$ cat src/rtl/sa_pkg.sv
// Shared systolic-array constants, FSM state encoding and the size helper.
package sa_pkg;

    localparam int LANES       = 16;
    localparam int DATA_WIDTH  = 8;
    localparam int INOUT_WIDTH = LANES * DATA_WIDTH;
    localparam int SIZE_WIDTH  = 5;
    localparam int CNT_WIDTH   = 8;

    typedef enum logic [1:0] {
        ST_IDLE   = 2'd0,
        ST_READ   = 2'd1,
        ST_DRAIN  = 2'd2,
        ST_FINISH = 2'd3
    } sa_state_t;

    // A zero or oversized request means "all lanes".
    function automatic logic [SIZE_WIDTH-1:0] sa_eff_size(
        input logic [SIZE_WIDTH-1:0] sz,
        input int                    lanes
    );
        if (sz == '0 || int'(sz) > lanes) return SIZE_WIDTH'(lanes);
        return sz;
    endfunction

endpackage

$ cat src/rtl/sa_skew_line.sv
// Fixed-depth delay line for one lane: data and valid travel together.
module sa_skew_line
    import sa_pkg::*;
#(
    parameter int DEPTH = 0,
    parameter int DW    = DATA_WIDTH
) (
    input  logic          clk,
    input  logic          rst_n,
    input  logic [DW-1:0] i_data,
    input  logic          i_valid,
    output logic [DW-1:0] o_data,
    output logic          o_valid
);

    generate
        if (DEPTH == 0) begin : g_wire
            // Lane 0 has no skew; clock and reset are intentionally unused here.
            logic w_unused;
            assign w_unused = clk ^ rst_n;
            assign o_data   = i_data;
            assign o_valid  = i_valid;
        end else begin : g_pipe
            logic [DEPTH-1:0][DW-1:0] r_data;
            logic [DEPTH-1:0]         r_valid;

            // Advance every stage by one slot per clock.
            always_ff @(posedge clk) begin
                if (!rst_n) begin
                    r_data  <= '0;
                    r_valid <= '0;
                end else begin
                    r_data[0]  <= i_data;
                    r_valid[0] <= i_valid;
                    for (int s = 1; s < DEPTH; s++) begin
                        r_data[s]  <= r_data[s-1];
                        r_valid[s] <= r_valid[s-1];
                    end
                end
            end

            assign o_data  = r_data[DEPTH-1];
            assign o_valid = r_valid[DEPTH-1];
        end
    endgenerate

endmodule

$ cat src/rtl/sa_input_feeder.sv
// Streams rows out of the DPRAM and skews them diagonally into the array.
module sa_input_feeder
    import sa_pkg::*;
#(
    parameter int ADDR_WIDTH  = 9,
    parameter int DATA_WIDTH  = sa_pkg::DATA_WIDTH,
    parameter int LANES       = sa_pkg::LANES,
    parameter int INOUT_WIDTH = LANES * DATA_WIDTH
) (
    input  logic                   clk,
    input  logic                   rst_n,
    input  logic                   start,
    input  logic [ADDR_WIDTH-1:0]  base_addr,
    input  logic [7:0]             num_rows,
    input  logic [4:0]             size,
    output logic                   re_a,
    output logic [ADDR_WIDTH-1:0]  addr_a,
    output logic [4:0]             size_a,
    input  logic [INOUT_WIDTH-1:0] dout_a,
    output logic [INOUT_WIDTH-1:0] data_out,
    output logic [LANES-1:0]       valid_out,
    output logic                   busy,
    output logic                   done
);

    sa_state_t                       r_state;
    sa_state_t                       w_next;
    logic [CNT_WIDTH-1:0]            r_cnt;
    logic [ADDR_WIDTH-1:0]           r_addr;
    logic [4:0]                      r_size;
    logic                            r_rd_vld;
    logic                            r_done;
    logic [4:0]                      w_start_size;

    logic [LANES-1:0][DATA_WIDTH-1:0] w_in_data;
    logic [LANES-1:0]                 w_in_vld;
    logic [LANES-1:0][DATA_WIDTH-1:0] w_lane_out;
    logic [LANES-1:0]                 w_lane_vld;

    assign w_start_size = sa_eff_size(size, LANES);

    // State register.
    always_ff @(posedge clk) begin
        if (!rst_n) r_state <= ST_IDLE;
        else        r_state <= w_next;
    end

    // Next state: r_cnt holds rows still to read in READ, drain slots left in DRAIN.
    always_comb begin
        w_next = r_state;
        case (r_state)
            ST_IDLE:   if (start) w_next = (num_rows == '0) ? ST_FINISH : ST_READ;
            ST_READ:   if (r_cnt == CNT_WIDTH'(1)) w_next = ST_DRAIN;
            ST_DRAIN:  if (r_cnt == '0) w_next = ST_FINISH;
            ST_FINISH: w_next = ST_IDLE;
            default:   w_next = ST_IDLE;
        endcase
    end

    // Transfer context: latched request, address accumulator and cycle counter.
    always_ff @(posedge clk) begin
        if (!rst_n) begin
            r_cnt  <= '0;
            r_addr <= '0;
            r_size <= '0;
        end else begin
            case (r_state)
                ST_IDLE: begin
                    if (start) begin
                        r_cnt  <= num_rows;
                        r_addr <= base_addr;
                        r_size <= w_start_size;
                    end
                end
                ST_READ: begin
                    r_addr <= r_addr + ADDR_WIDTH'(r_size);
                    r_cnt  <= (r_cnt == CNT_WIDTH'(1)) ? CNT_WIDTH'(LANES - 1)
                                                       : r_cnt - CNT_WIDTH'(1);
                end
                ST_DRAIN: r_cnt <= r_cnt - CNT_WIDTH'(1);
                default:  ;
            endcase
        end
    end

    // Read data lands one cycle after re_a; done is registered off FINISH.
    always_ff @(posedge clk) begin
        if (!rst_n) begin
            r_rd_vld <= 1'b0;
            r_done   <= 1'b0;
        end else begin
            r_rd_vld <= (r_state == ST_READ);
            r_done   <= (r_state == ST_FINISH);
        end
    end

    assign busy   = (r_state != ST_IDLE);
    assign re_a   = (r_state == ST_READ);
    assign addr_a = re_a ? r_addr : '0;
    assign size_a = busy ? r_size : '0;
    assign done   = r_done;

    // Lane k gets byte k of the read word, delayed by k cycles.
    generate
        for (genvar k = 0; k < LANES; k++) begin : g_lane
            logic w_on;
            assign w_on         = r_rd_vld && (k < int'(r_size));
            assign w_in_vld[k]  = w_on;
            assign w_in_data[k] = w_on ? dout_a[k*DATA_WIDTH +: DATA_WIDTH] : '0;

            sa_skew_line #(
                .DEPTH (k),
                .DW    (DATA_WIDTH)
            ) u_skew (
                .clk     (clk),
                .rst_n   (rst_n),
                .i_data  (w_in_data[k]),
                .i_valid (w_in_vld[k]),
                .o_data  (w_lane_out[k]),
                .o_valid (w_lane_vld[k])
            );
        end
    endgenerate

    assign data_out  = w_lane_out;
    assign valid_out = w_lane_vld;

endmodule

$ cat config.mk
export PLATFORM = sky130hd
export DESIGN_NAME = sa_input_feeder
export DESIGN_NICKNAME = d
export VERILOG_FILES = /design/src/rtl/sa_pkg.sv /design/src/rtl/sa_skew_line.sv /design/src/rtl/sa_input_feeder.sv
export SDC_FILE = /design/constraint.sdc
export NUM_CORES = 1
export LEC_CHECK = 0
export ABC_CLOCK_PERIOD_IN_PS = 1800
export CAP_MARGIN = 20
export CORE_MARGIN = 2
export CORE_UTILIZATION = 53
export CTS_BUF_LIST = sky130_fd_sc_hd__clkbuf_8
export CTS_CLUSTER_DIAMETER = 150
export DETAILED_ROUTE_END_ITERATION = 7
export GPL_ROUTABILITY_DRIVEN = 0
export GPL_TIMING_DRIVEN = 0
export PLACE_DENSITY = 0.86
export SYNTH_ARGS = -nofsm -noshare
export SYNTH_HDL_FRONTEND = slang
export SYNTH_SLANG_ARGS = --single-unit
$ cat constraint.sdc
create_clock -name clk -period 1.8 [get_ports clk]
set_input_delay 0.18 -clock clk [delete_from_list [all_inputs] [get_ports clk]]
set_output_delay 0.18 -clock clk [all_outputs]
set_load 0.05 [all_outputs]
**M1 wires**

Bar = 50 um. Supply wires on this layer in grey.
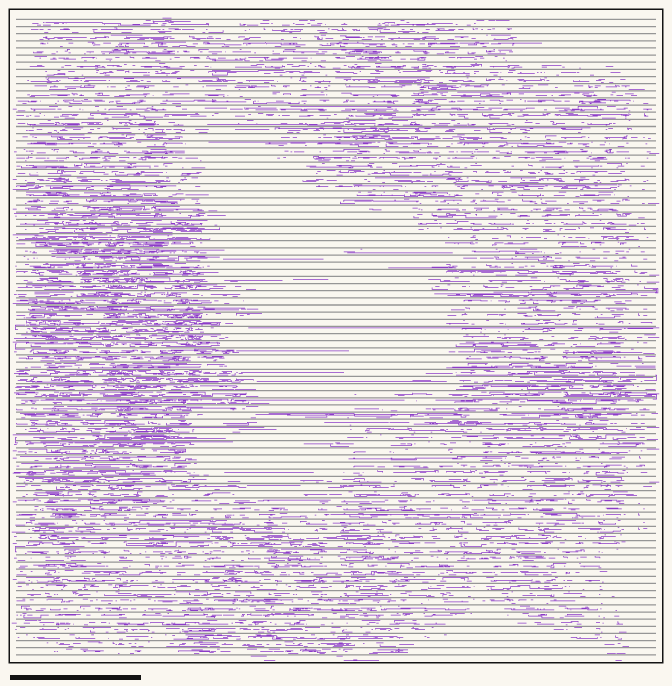
share of all routed wire: 36%
wire length on this layer: 24.8 mm
main direction: horizontal
longest straight run: 156 um
nets with wire on the layer: 3250
via total after detailed routing: 19400
routing usage on met1: 21.2%
Routed Wire Length: 68700 um

**M4 wires**

Bar = 50 um. Supply wires on this layer in grey.
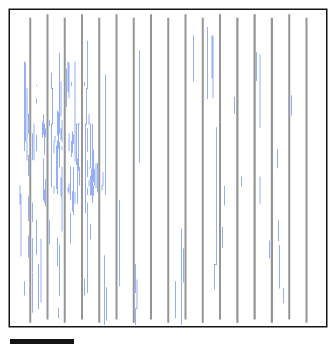
wire length on this layer: 3290 um
share of all routed wire: 4.8%
nets with wire on the layer: 95
longest straight run: 108 um
main direction: vertical

==> power groups by stage <==
stage	Sequential, uW	Clock [uW]	Combinational, uW
3_5_place_dp	25500	0	2890
2_1_floorplan	25500	0	1820
5_1_grt	25100	20900	5170
4_1_cts	25000	19600	3750
6_report	25100	19400	4980
3_3_place_gp	25500	0	2820
==> final cells by class <==
| cell class | count | area share (%) |
|---|---|---|
| diodes | 3 | 0.0184 |
| plain buffers | 252 | 3.79 |
| clock buffers | 193 | 6.52 |
| clock inverters | 94 | 1.26 |
| inverters | 12 | 0.144 |
| multi-input cells | 1271 | 21.0 |
| flip-flops and latches | 1106 | 54.4 |
| well taps | 773 | 2.38 |
| repair buffers | 479 | 10.4 |
==> critical path, delay by kind of cell (launching register included) <==
family | cells | cell delay [ns]
AOI/OAI and AO/OA | 1 | 0.36
buffers and inverters | 2 | 0.25
DFF | 1 | 0.34
and+or+nand+nor | 2 | 0.58
==> metal layers <==
metal / routed length (um) / vias to the layer above / track usage [%]
li1: - / 9343 / -
met1: 24800 / 9115 / 21.2
met2: 35500 / 706 / 38.2
met3: 5020 / 258 / 7.38
met4: 3290 / 6 / 11.3
met5: 34 / - / 0
==> sequential cells by signal, summed over array words and instances, names as in the netlist <==
name	cells
r_size	5
r_rd_vld	1
done	1
g_lane.u_skew.g_pipe.r_data	840
g_lane.u_skew.g_pipe.r_valid	119
g_lane.u_skew.o_data	120
r_state	2
g_lane.u_skew.o_valid	1
r_cnt	8
r_addr	9
==> path summary, 6_finish.rpt <==
path | from | slack [ns] | endpoint
worst min register to register | g_lane[15].u_skew.g_pipe.r_data[102]$_SDFF_PN0_ | 0.41 | g_lane[15].u_skew.g_pipe.r_data[110]$_SDFF_PN0_
worst max register to register | r_state[1]$_SDFFE_PN0P_ | -0.40 | r_cnt[5]$_SDFFE_PN0P_
worst max-delay path | r_size[3]$_SDFFE_PN0P_ | -0.74 | data_out[7]
worst min-delay path | num_rows[0] | 0.13 | r_cnt[0]$_SDFFE_PN0P_
==> through the flow <==
| stage | utilization (%) | hold slack (ns) | std cells |
|---|---|---|---|
| 6_report | 69.0 | 0.132 | 4183 |
| 2_1_floorplan | - | 0.299 | 2640 |
| 3_5_place_dp | 60.6 | 0.417 | 3726 |
| 3_3_place_gp | 60.6 | 0.413 | 3726 |
| 4_1_cts | 68.0 | 0.000234 | 4158 |
| 5_1_grt | 69.0 | 0.109 | 4183 |
==> logic make-up (layout without fill, tap and decap cells) <==
kind of cell / Yosys count / in the layout / share of synthesized area, %
AND/OR/NAND/NOR: 1162 / 1162 / 22.7
flip-flops: 1106 / 1106 / 70.0
buffers and inverters: 264 / 1030 / 4.68
AND-OR/OR-AND: 88 / 89 / 1.86
adder cells (fa/ha/maj): 14 / 14 / 0.577
multiplexers: 4 / 4 / 0.130
XOR/XNOR: 2 / 2 / 0.0554
other: 0 / 3 / 0
==> timing repair <==
action / in CTS / in global routing
setup buffers: 17 / 23
cloned: 2 / 0
setup endpoints to repair: 254 / 85
endpoints found under the hold margin: 126 / 0
hold buffers: 126 / 0
pin swaps: 26 / 35
gates resized: 951 / 96
==> results.cfg <==
; implementation run metrics
[critical_path]
cp.arrival_ns = 2.36
cpPeakStageDelay_ns = 0.39
start_kind = register
end_kind = primary output
reg2regPathDepth = 10
path_max_fanout = 5

[floorplan]
fp_util_pct = 53.6
core_area_um2 = 59000
rows = 89

[timing]
fin_worst_skew_ns = 0.0424
layout_setup_ws_ns = -0.744
post-route-period-util_pct = 141
finalSetupViolations = 46

[detailed_routing]
drt_iter0_drc = 844
drc = 0
ant_nets = 0
avgViaCountPerCell = 4.64

[synthesis]
netlist_area_um2 = 31700
ys_warn_count = 0
synthTopCellsByArea = dfxtp_1 70%, and2_1 21%, buf_4 3.0%, clkbuf_1 1.4%, ha_1 0.51%
synth-edff-count = 0
syn_inst = 2640

[power]
power_frac_clock_pct = 39.2
p_sw_share_pct = 25.0
power_frac_comb_pct = 10.1

[finish]
logic_area_um2 = 8570
mostFrequentLayoutCells = 1099 x dfxtp_1, 1052 x and2_1, 194 x clkbuf_8
nFillCells = 3813
final_common_cell = dfxtp_1
nNetsFinal = 3452
ff_latch_area_um2 = 22200

[global_route]
first_global_vias = 19900
antenna_found_initial = 8
grt.total_usage_pct = 21.1

[outcome]
status = finished, violations left
failed_checks = setup timing

[clocking]
clk_path_buf_depth = 3
Power figures rest on the tool's default switching activity, not on a simulated workload.
